==> config.mk <==
export PLATFORM = sky130hd
export DESIGN_NAME = level_hold_driver
export DESIGN_NICKNAME = d
export VERILOG_FILES = /design/src/rtl/hold_tick_counter.sv /design/src/rtl/level_hold_driver.sv
export SDC_FILE = /design/constraint.sdc
export NUM_CORES = 1
export LEC_CHECK = 0
export ABC_AREA = 0
export CORE_AREA = 2 2 42 44
export DETAILED_ROUTE_END_ITERATION = 8
export DIE_AREA = 0 0 44 46
export PLACE_DENSITY = 0.7
export SLEW_MARGIN = 20
export SYNTH_ARGS = -nofsm -noshare
export SYNTH_HDL_FRONTEND = slang
export SYNTH_HIERARCHICAL = 1
export SYNTH_SLANG_ARGS = --single-unit
==> constraint.sdc <==
create_clock -name i_clk -period 7.37 [get_ports i_clk]
set_clock_uncertainty 0.2 [all_clocks]
set_input_delay 1.8425 -clock i_clk [delete_from_list [all_inputs] [get_ports i_clk]]
set_output_delay 1.8425 -clock i_clk [all_outputs]
set_load 0.02 [all_outputs]
==> src/rtl/hold_tick_counter.sv <==
// Tick counter used by both the HOLD and PULSE windows. It raises o_done on the
// tick that completes HOLD_TICKS counted ticks. The clear input has priority.
module hold_tick_counter #(
  parameter int unsigned HOLD_TICKS = 6,
  parameter int unsigned CNT_W      = 8
) (
  input  logic i_clk,
  input  logic i_rst_n,
  input  logic clear,
  input  logic i_tick_en,
  output logic o_done
);

  localparam logic [CNT_W-1:0] LAST = CNT_W'(HOLD_TICKS - 1);

  logic [CNT_W-1:0] r_cnt;

  always_ff @(posedge i_clk or negedge i_rst_n) begin
    if (!i_rst_n) begin
      r_cnt <= '0;
    end else if (clear) begin
      r_cnt <= '0;
    end else if (i_tick_en) begin
      r_cnt <= r_cnt + 1'b1;
    end
  end

  assign o_done = i_tick_en && (r_cnt == LAST);

endmodule

==> src/rtl/level_hold_driver.sv <==
// Output conditioner. It holds every level on o_data_out for at least HOLD_TICKS
// ticks and emits inverted pulses on request, with a one-deep request queue.
module level_hold_driver #(
  parameter int unsigned HOLD_TICKS = 6,
  parameter logic        INIT_VALUE = 1'b1,
  parameter int unsigned CNT_W      = 8
) (
  input  logic i_clk,
  input  logic i_rst_n,
  input  logic i_tick_en,
  input  logic i_data_in,
  input  logic i_pulse_req,
  output logic o_data_out,
  output logic o_busy,
  output logic o_pending,
  output logic o_req_drop
);

  localparam int unsigned STATE_W = 2;

  typedef enum logic [STATE_W-1:0] {
    IDLE  = 2'd0,
    HOLD  = 2'd1,
    PULSE = 2'd2
  } state_t;

  state_t state;
  logic   r_base;
  logic   r_pend;
  logic   done;
  logic   clear;

  // The counter is held at zero in IDLE. It is also restarted on the PULSE
  // terminal tick, so the restored base level gets a full hold window.
  assign clear = (state == IDLE) || ((state == PULSE) && done);

  hold_tick_counter #(
    .HOLD_TICKS (HOLD_TICKS),
    .CNT_W      (CNT_W)
  ) u_hold_tick_counter (
    .i_clk     (i_clk),
    .i_rst_n   (i_rst_n),
    .clear     (clear),
    .i_tick_en (i_tick_en),
    .o_done    (done)
  );

  always_ff @(posedge i_clk or negedge i_rst_n) begin
    if (!i_rst_n) begin
      state      <= HOLD;
      o_data_out <= INIT_VALUE;
      r_base     <= INIT_VALUE;
      r_pend     <= 1'b0;
      o_req_drop <= 1'b0;
    end else begin
      o_req_drop <= 1'b0;
      case (state)
        IDLE: begin
          if (i_pulse_req || r_pend) begin
            o_data_out <= ~r_base;
            r_pend     <= 1'b0;
            state      <= PULSE;
          end else if (i_data_in != r_base) begin
            o_data_out <= i_data_in;
            r_base     <= i_data_in;
            state      <= HOLD;
          end
        end
        HOLD: begin
          if (done) state <= IDLE;
        end
        PULSE: begin
          if (done) begin
            o_data_out <= r_base;
            state      <= HOLD;
          end
        end
        default: state <= HOLD;
      endcase

      // A request that arrives outside IDLE is queued. A second request while
      // one is already queued is dropped.
      if ((state != IDLE) && i_pulse_req) begin
        if (r_pend) o_req_drop <= 1'b1;
        else        r_pend     <= 1'b1;
      end
    end
  end

  assign o_busy    = (state != IDLE);
  assign o_pending = r_pend || (i_data_in != o_data_out);

endmodule

Figure 1. The clock network (run 1).
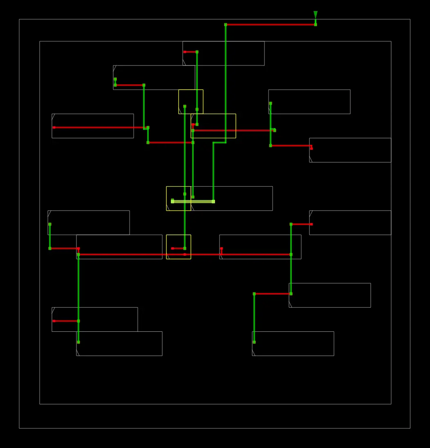
Clock Power: 0.0548 mW
Seq Cell Count: 14
clock buffer count from CTS: 3
clock buffer count in the final layout: 4
Sink Count: 14

Figure 2. Close-up of the layout (run 1).
Region (1, 2) to (21, 22) um. Cells in grey, sequential cells in the stronger grey; small squares are vias.
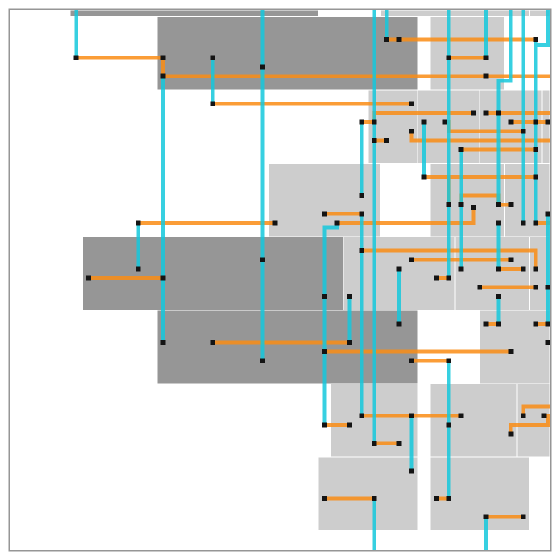
met1 -> orange
met2 -> cyan
sequential cells in the window = 3
most frequent = dfstp_2 (3)
cells with their middle in the window = 17

Figure 3. Clock distribution (run 1).
The bar under the picture is 10 um long.
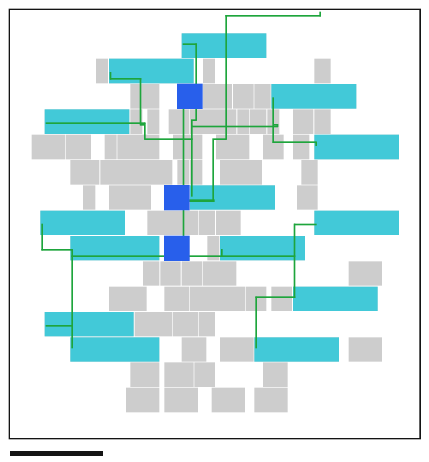
cells driving clock nets -> blue  # count 3
flip-flops -> cyan  # count 14
clock wires -> green  # length 182 um
routed clock nets = 4

Figure 4. Where the registers sit (run 1).
Other sequential cells in the stronger grey, the rest of the logic in the fainter grey.
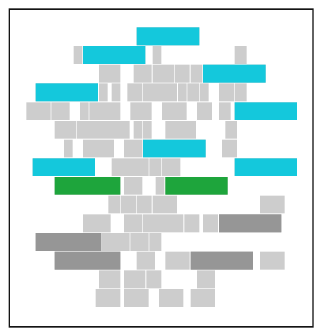
`state` -> green  # flops 2
`u_hold_tick_counter/r_cnt` -> cyan  # flops 8
seq pwr: 0.141 mW
Layout Utilization: 0.540
Register Area: 354 sq um

==> GITHUB_STEP_SUMMARY, run 1 <==
### Flow metrics

| Metric | Value |
|---|---|
| Total die size | 2020 sq um |
| Top cells excl fill/tap | 11 x dfrtp_1, 8 x clkdlybuf4s50_1, 5 x nor2_1, 4 x a21oi_1, 4 x nand2_1 |
| # resized after CTS | 0 |
| Cell Type Count | 31 |
| # hold bufs at CTS | 0 |
| Pre-CTS WS | 2.17 ns |
| # IOs | 9 |
| Routed via count | 532 |
| Pint | 0.197 mW |
| Max-slew headroom | 0.542 |
| Die span in x | 44 um |
| Critical Path RT | 5.33 ns |
| Placed Instances | 91 |
| Global Route Usage Sum | 0.140 |
| Status | finished, final reports clean |
| Synth Flop Type | dfrtp_1 |
| Syn avg cell area | 10.9 sq um |
| Data arrival, critical path | 3.14 ns |
| Critical path class | in2out |
| XOR/XNOR Area Share | 0.0706 |
| Max cap viols | 0 |
| Core area | 1610 sq um |
| Cell repeated most along the worst path | clkdlybuf4s50_1 |
| Init Core Util | 0.461 |
| Post-route minimum period | 5.19 ns |
[run 1: per-layer routing]
metal | vias up | part of all wire | track usage
li1 | 264 | - | -
met1 | 260 | 0.51 | 0.185
met2 | 8 | 0.47 | 0.209
met3 | 0 | 0.020 | 0.0238
met4 | 0 | 0 | 0.0909
met5 | - | 0 | 0
[run 1: final cells by class]
| cell class | count | area [sq um] |
|---|---|---|
| Multi-Input combinational cell | 50 | 372 |
| Clock buffer | 4 | 36.3 |
| Timing Repair Buffer | 8 | 80.1 |
| Inverter | 2 | 7.51 |
| Sequential cell | 14 | 354 |
| Tap cell | 17 | 21.3 |
| Fill cell | 144 | 743 |
[run 1: sequential cells by signal, indices dropped and copies added (netlist names)]
register,count
o_data_out,1
o_req_drop,1
r_base,1
r_pend,1
state,2
u_hold_tick_counter/r_cnt,8
## Run 2: what changed since run 1
clock period = 5.4 ns   (was 7.37 ns; I/O delays follow)
Figure 5. Clock distribution (run 2).
The bar under the picture is 10 um long.
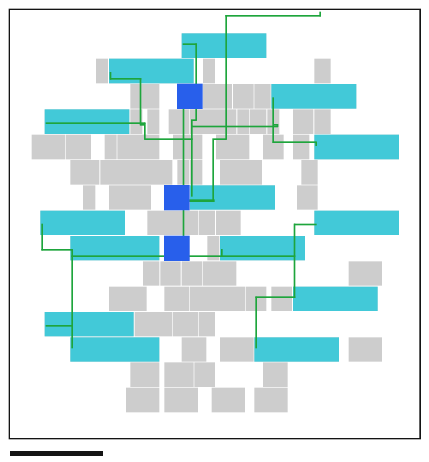
cells driving clock nets -> blue  # count 3
flip-flops -> cyan  # count 14
clock wires -> green  # length 182 um
routed clock nets = 4
Clock Power: 0.0749 mW
clock share of power: 0.177

Figure 6. Where the registers sit (run 2).
Other sequential cells in the stronger grey, the rest of the logic in the fainter grey.
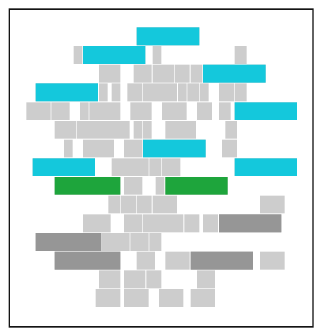
`u_hold_tick_counter/r_cnt` -> cyan  # flops 8
`state` -> green  # flops 2

==> run 2 against run 1 <==
Sequential share of layout area stayed put. Flip-flop count stayed put. Cell count stayed put. Hold slack stayed put. Synthesized cell count stayed put. Clock power is 37% higher. Clock-buffer cell count stayed put. Register-to-register slack worse by 2.0 ns. Global-route usage stayed put. Cell area stayed put. Critical endpoint unchanged. Largest cell class unchanged. Largest power group unchanged.
==> GITHUB_STEP_SUMMARY, run 2 <==
### Flow metrics

| Metric | Value |
|---|---|
| Comb_multi_in | 50 |
| Critical path class | in2out |
| Core area | 1610 sq um |
| Drt first pass iters | 4 |
| Cell Type Count | 31 |
| Gate Area | 372 sq um |
| Non-clk buf share | 0.0920 |
| Biggest regs | u_hold_tick_counter/r_cnt x8, state x2 |
| Cell repeated most along the worst path | clkdlybuf4s50_1 |
| Post-route minimum period | 4.20 ns |
| # IOs | 9 |
| Critical Path RT | 3.85 ns |
| Data arrival, critical path | 2.65 ns |
| # resized after CTS | 0 |
| Max-slew headroom | 0.542 |
| Total die size | 2020 sq um |
| Leading cell kind | logic gates |
| Non-Filler Instances | 95 |
| CP Launch Point | i_data_in |
| Largest register FFs | 8 |
| Register Area | 354 sq um |
| Status | finished, final reports clean |
| Initial antenna violation count | 0 |
| Clock slew at reported path FFs | 0.09 ns |
| Synth Flop Type | dfrtp_1 |
| Clock buffer count from CTS | 3 |
| Clock buffer count in the final layout | 4 |
| Syn avg cell area | 10.9 sq um |
| Seq Cell Count | 14 |
| Init Core Util | 0.461 |
| Non-clock buffers | 8 |
| Die span in x | 44 um |
| ClkCell Share | 0.0417 |
| Max cap viols | 0 |
| Inverter count | 2 |
| Sink Count | 14 |
Figure 7. Wiring by layer (run 2).
The bar under the picture is 10 um long.
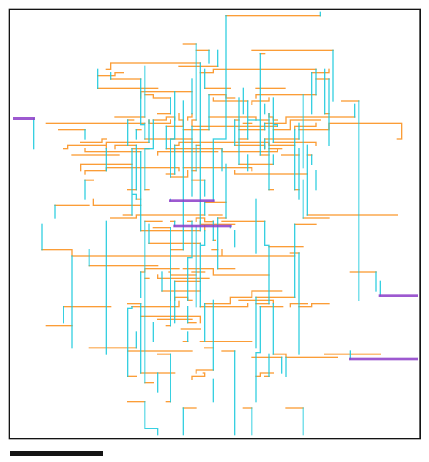
met2 -> cyan  # wire length 544 um
met3 -> purple  # wire length 23.7 um
met1 -> orange  # wire length 590 um
final wirelength: 1160 um
DR WL/cell: 12.2 um
Global Route Usage Sum: 0.140
routed via count: 532

run 2: through the flow:
stage | setup slack (ns) | utilization
2_1_floorplan | 2.22 | -
5_1_grt | 1.11 | 0.540
3_5_place_dp | 1.19 | 0.517
4_1_cts | 1.19 | 0.540
3_3_place_gp | 1.22 | 0.517
6_report | 1.20 | 0.540
run 2: per-layer routing:
metal  global-route usage  vias up  routed length [um]
li1                     -      264                   -
met1                0.185      260                 589
met2                0.209        8                 544
met3               0.0238        0                  23
met4               0.0909        0                   0
met5                    0        -                   0
run 2: logic make-up after synthesis:
logic type / count (synthesis) / synth area share
and+or+nand+nor: 25 / 0.227
muxes: 3 / 0.0437
DFF: 14 / 0.476
adders and majority gates: 2 / 0.0336
xor gates and xnor gates: 6 / 0.0706
AOI/OAI and AO/OA: 14 / 0.124
buffers and inverters: 4 / 0.0252
Power and IR drop assume default switching activity.
